==> config.mk <==
export PLATFORM = sky130hd
export DESIGN_NAME = addsub_arbiter
export DESIGN_NICKNAME = d
export VERILOG_FILES = /design/src/rtl/addsub_pkg.sv /design/src/rtl/addsub_datapath.sv /design/src/rtl/addsub_arbiter.sv
export SDC_FILE = /design/constraint.sdc
export NUM_CORES = 1
export LEC_CHECK = 0
export ABC_AREA = 1
export CORE_ASPECT_RATIO = 0.7
export CORE_MARGIN = 3
export CORE_UTILIZATION = 35
export DETAILED_ROUTE_END_ITERATION = 10
export DONT_BUFFER_PORTS = 1
export PLACE_DENSITY_LB_ADDON = 0.05
export SLEW_MARGIN = 20
export SYNTH_ARGS = -nofsm -noshare
export SYNTH_HDL_FRONTEND = slang
export SYNTH_SLANG_ARGS = --single-unit
==> constraint.sdc <==
create_clock -name clk -period 2.4 [get_ports clk]
set_clock_uncertainty 0.05 [all_clocks]
set_input_delay 0.48 -clock clk [delete_from_list [all_inputs] [get_ports clk]]
set_output_delay 0.48 -clock clk [all_outputs]
set_load 0.02 [all_outputs]
run_1/port_nets.png
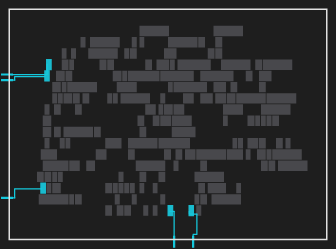
- req0_y: cyan (bits 5; direction input; edge 3 left, 2 bottom; end cells 5; buffers 0; wire 46.0 um)
I/O pins: 37
IO Port Bufs: 0

run_1/density.png
The die is cut into 8 by 6 equal tiles; white is low, dark blue is high, 0 to 100% covered.
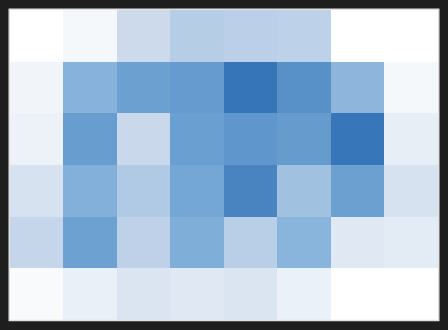
- fullest tile: 72%
- densest ninth of the die: center
- mean over tiles: 30%
Pre-Place Util: 0.375
fin util: 0.412
core area: 3250 sq um

run_1/cell_classes.png
The bar under the picture is 20 um long. Fill, decap, tap and diode cells in gray.
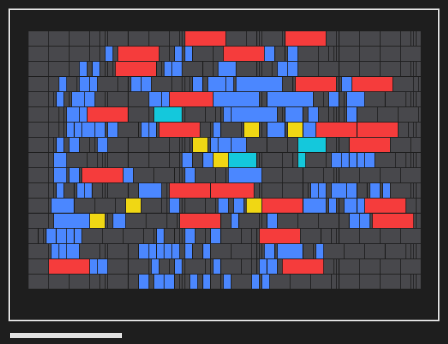
- all other logic: blue (cells 126)
- clock drivers and dummy loads: cyan (cells 4)
- other buffers and delay cells: yellow (cells 7)
- flip-flops: red (cells 23)
num rows: 17
post-route cell area: 1340 sq um
Seq area share: 0.345

run_1/met1.png
Supply wires on this layer in gray.
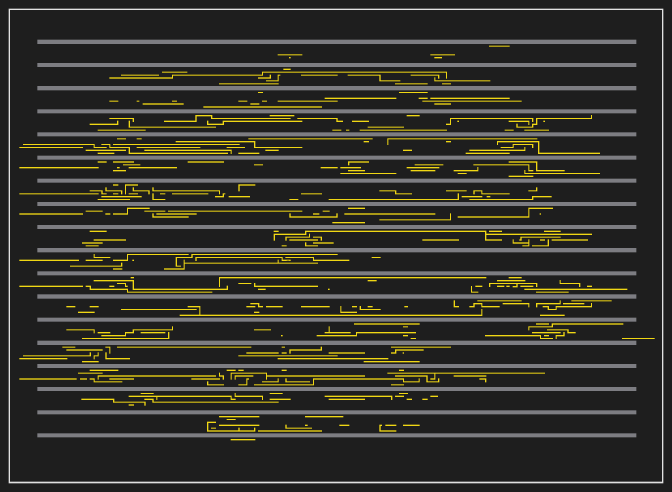
- longest straight run: 35.4 um
- nets with wire on the layer: 181
- main direction: horizontal
via count: 995
met1 Use GR: 0.207
Routed WL: 2.81 mm

==> qor.yml, run 1 <==
bufAreaShareNonClock: 0.0392
synth-xor-area-share: 0.0359
dp_cells: 203
post_cts_buffers: 0
yosysTopAreaCell: "dfxtp_1"
nClkBuffers: 4
critPathBufInv: 2
min_period_ps: 2290
rsz0062_at_grt: "false"
layout-drive-gt1-share: 0.175
worst-path-stages: 9
adder_share: 0.0656
maxCapViolations: 0
outcome: "finished, final reports clean"
cpMostUsedCell: "fa_2"
fp_nets: 189
yosys.area_share.aoi: 0.112
die_x_um: 76.6
cp.required_ps: 2490
routed-wl-met2_mm: 1.16
highest_layer: "met4"
netlist.area_leader.share: 0.377
pre_cts_ws_ps: -47.4
nMultiInputCombCells: 105
edf_count: 0
n_fill_cell: 355
met1_length_mm: 1.49
worst_setup_path_start_kind: "flip-flop"
ys.warnings.count: 0
largest_class: "logic gates"
holdCritPathClass: "in -> reg"
seq_cells: 23
htreeDepth: 1
grt_overflow: 0
routabilityCongestion: 0.698
end_kind: "flip-flop"
cts-hold-fix-buffers: 0
synthesis.area_sq_um: 1220
max_freq_ghz: 0.436
powerDensity_nw_per_um2: 728
first_pass_iters: 4
avgSynthCellArea_sq_um: 7.73
ff2ff_path_depth: 9
worst_slack_ps: 106
comb_area_sq_um: 642
setup_viol: 0
syn_inst: 158
tightest_slew_ps: 509
wl_met3_um: 136
warnings: 26
layout_top_cell: "nand2_1"
yosys-top-cells-area: "dfxtp_1 38%, nand3_1 9.4%, nand2_1 9.2%"
seqCellArea_sq_um: 463
diodes: 0
ir_worst_vdd_v: 0.000237
globalRouteMet3Util: 0.0489
grt_first_pass_wirelength_mm: 4.65
grt_use_met2: 0.188
worstSetupPathType: "reg -> reg"
drc: 0
clock_area_frac: 0.0336
grt_busiest_layer: "met1"
cp_max_fo: 2
hpwl_mm: 2.15
signal_buffers: 7
die_y_um: 55.4
track_usage: 0.138
n_tap_cell: 47
ys_area_sq_um: 1220
ys_seq_share: 0.377
==> run 1: report_power, final <==
group | switching, W | internal [W]
logic | 0.000152 | 0.000108
clock network | 0.000120 | 0.000118
registers | 0.0000520 | 0.000426
total | 0.000324 | 0.000652
==> run 1: stage by stage <==
| step | setup TNS [ps] | power [W] | hold slack, ps | instance area (sq um) |
|---|---|---|---|---|
| 6_report | 0 | 0.000976 | 218 | 1340 |
| 5_1_grt | 0 | 0.00104 | 204 | 1340 |
| 4_1_cts | 0 | 0.000986 | 208 | 1330 |
| 3_5_place_dp | -47.4 | 0.000742 | 414 | 1280 |
| 3_3_place_gp | -3.36 | 0.000733 | 409 | 1280 |
| 2_1_floorplan | 0 | 0.000689 | 398 | 1240 |
==> run 2: changes to the inputs <==
--- a/config.mk
+++ b/config.mk
@@ -16,3 +16,4 @@
 export SYNTH_ARGS = -nofsm -noshare
 export SYNTH_HDL_FRONTEND = slang
 export SYNTH_SLANG_ARGS = --single-unit
+export TNS_END_PERCENT = 50
run_2/cell_classes.png
The bar under the picture is 20 um long. Fill, decap, tap and diode cells in gray.
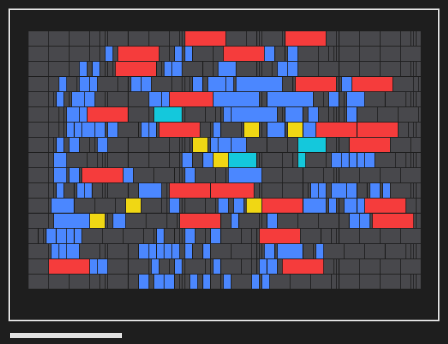
- flip-flops: red (cells 23)
- other buffers and delay cells: yellow (cells 7)
- all other logic: blue (cells 126)
- clock drivers and dummy loads: cyan (cells 4)

run_2/density.png
The die is cut into 8 by 6 equal tiles; white is low, dark blue is high, 0 to 100% covered.
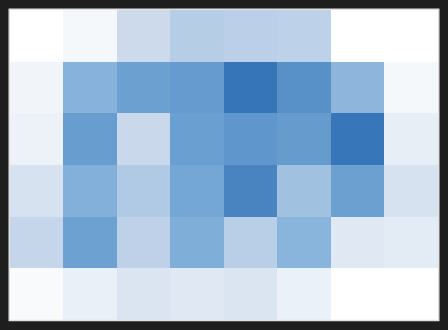
- mean over tiles: 30%
- nearly empty tiles: 10%
- emptiest ninth of the die: lower right
- fullest tile: 72%
- densest ninth of the die: center

==> qor.yml, run 2 <==
outcome: "finished, final reports clean"
synthTopCellsByCount: "30 x nand2_1, 23 x dfxtp_1, 23 x nand3_1, 21 x inv_1, 15 x a21oi_1"
wl_met3_um: 136  # unchanged
p_sw_frac: 0.332  # unchanged
power.net_switching_w: 0.000324  # unchanged
layout_top_cell: "nand2_1"
grt_overflow: 0  # unchanged
highest_layer: "met4"
worstSetupPathType: "reg -> reg"
drc: 0  # unchanged
grt_first_pass_wirelength_mm: 4.65  # unchanged
die_y_um: 55.4  # unchanged
seq_power_w: 0.000478  # about the same
routed_wl_mm: 2.81  # unchanged
clk_latency_ps: 260
pre_cts_ws_ps: -47.4  # unchanged
worst_setup_path_start_kind: "flip-flop"
synth-xor-area-share: 0.0359  # unchanged
avgSynthCellArea_sq_um: 7.73  # unchanged
seqCellArea_sq_um: 463  # unchanged
leakagePower_nw: 0.580
cts-hold-fix-buffers: 0  # unchanged
viasPerCell: 4.81
grt_use_met2: 0.188  # unchanged
routabilityCongestion: 0.698  # unchanged
adder_share: 0.0656  # unchanged
port_buffers: 0  # unchanged
max_freq_ghz: 0.436  # unchanged
use_met1: 0.207  # unchanged
yosysTopAreaCell: "dfxtp_1"
p_seq_frac: 0.490  # about the same
ff2ff_path_depth: 9  # unchanged
maxCapViolations: 0  # unchanged
globalRouteMet3Util: 0.0489  # unchanged
powerClk_w: 0.000238  # about the same
netlist.area_leader.share: 0.377  # unchanged
syn_inst: 158  # unchanged
cp.required_ps: 2490  # about the same
routed-wl-met2_mm: 1.16  # unchanged
post_cts_buffers: 0  # unchanged
warnings: 26  # unchanged
cts-resized-gates: 3
diodes: 0  # unchanged
powerDensity_nw_per_um2: 728  # unchanged
ys_area_sq_um: 1220  # unchanged
yosys.area_share.aoi: 0.112  # unchanged
n_fill_cell: 355  # unchanged
grt_busiest_layer: "met1"
comb_area_sq_um: 642  # unchanged
ir_worst_vdd_v: 0.000237  # unchanged
holdCritPathClass: "in -> reg"
grt_pass1_vias: 969
maxPowerGroup: "sequential cells"
slew_violations: 0
num_rows: 17  # unchanged
tightest_slew_ps: 509  # unchanged
ys.warnings.count: 0  # unchanged
worst-path-stages: 9  # unchanged
fp_nets: 189  # unchanged
first_pass_iters: 4  # unchanged
end_kind: "flip-flop"
hpwl_mm: 2.15  # unchanged
dr_total_vias: 995  # unchanged
intPower_w: 0.000652  # unchanged
worst_slack_ps: 106  # unchanged
cpMostUsedCell: "fa_2"
met1_length_mm: 1.49  # unchanged
setup_viol: 0  # unchanged
rsz0062_at_grt: "false"
initCoreUtil: 0.375  # unchanged
critPathBufInv: 2  # unchanged
synthesis.area_sq_um: 1220  # unchanged
layout-drive-gt1-share: 0.175  # unchanged
yosys-top-cells-area: "dfxtp_1 38%, nand3_1 9.4%, nand2_1 9.2%"
ys_seq_share: 0.377  # unchanged
fin_total_pwr_w: 0.000976  # unchanged
min_period_ps: 2290  # unchanged
cp_max_fo: 2  # unchanged
htreeDepth: 1  # unchanged
core_area_sq_um: 3250  # unchanged
ys_top_logic_family: "simple AND/OR/NAND/NOR gates"
comb_power_share: 0.266  # about the same
comb_cell_power_w: 0.000260  # about the same
cp_cell_sequence: "inv_1 -> or2_2 -> o21a_1 -> fa_2 -> inv_2 -> fa_2 -> fa_2 -> fa_2 -> a21oi_2"
edf_count: 0  # unchanged
track_usage: 0.138  # unchanged
die_x_um: 76.6  # unchanged
io_pins: 37  # unchanged
==> run 2: final cells by class <==
class | instances | share of cell area
inverters | 21 | 0.0588
flip-flops and latches | 23 | 0.345
multi-input cells | 105 | 0.479
clock buffers | 4 | 0.0336
repair buffers | 7 | 0.0392
well taps | 47 | 0.0439
==> run 2: through the flow <==
| step | setup TNS, ps | hold slack (ps) | instances | utilization | area (sq um) |
|---|---|---|---|---|---|
| 3_5_place_dp | -47.4 | 414 | 203 | 0.394 | 1280 |
| 2_1_floorplan | 0 | 398 | 158 | - | 1240 |
| 5_1_grt | 0 | 204 | 207 | 0.412 | 1340 |
| 6_report | 0 | 218 | 207 | 0.412 | 1340 |
| 4_1_cts | 0 | 208 | 207 | 0.409 | 1330 |
| 3_3_place_gp | -3.36 | 409 | 203 | 0.394 | 1280 |
No activity file was given, so power comes from the tool's default toggle rates.
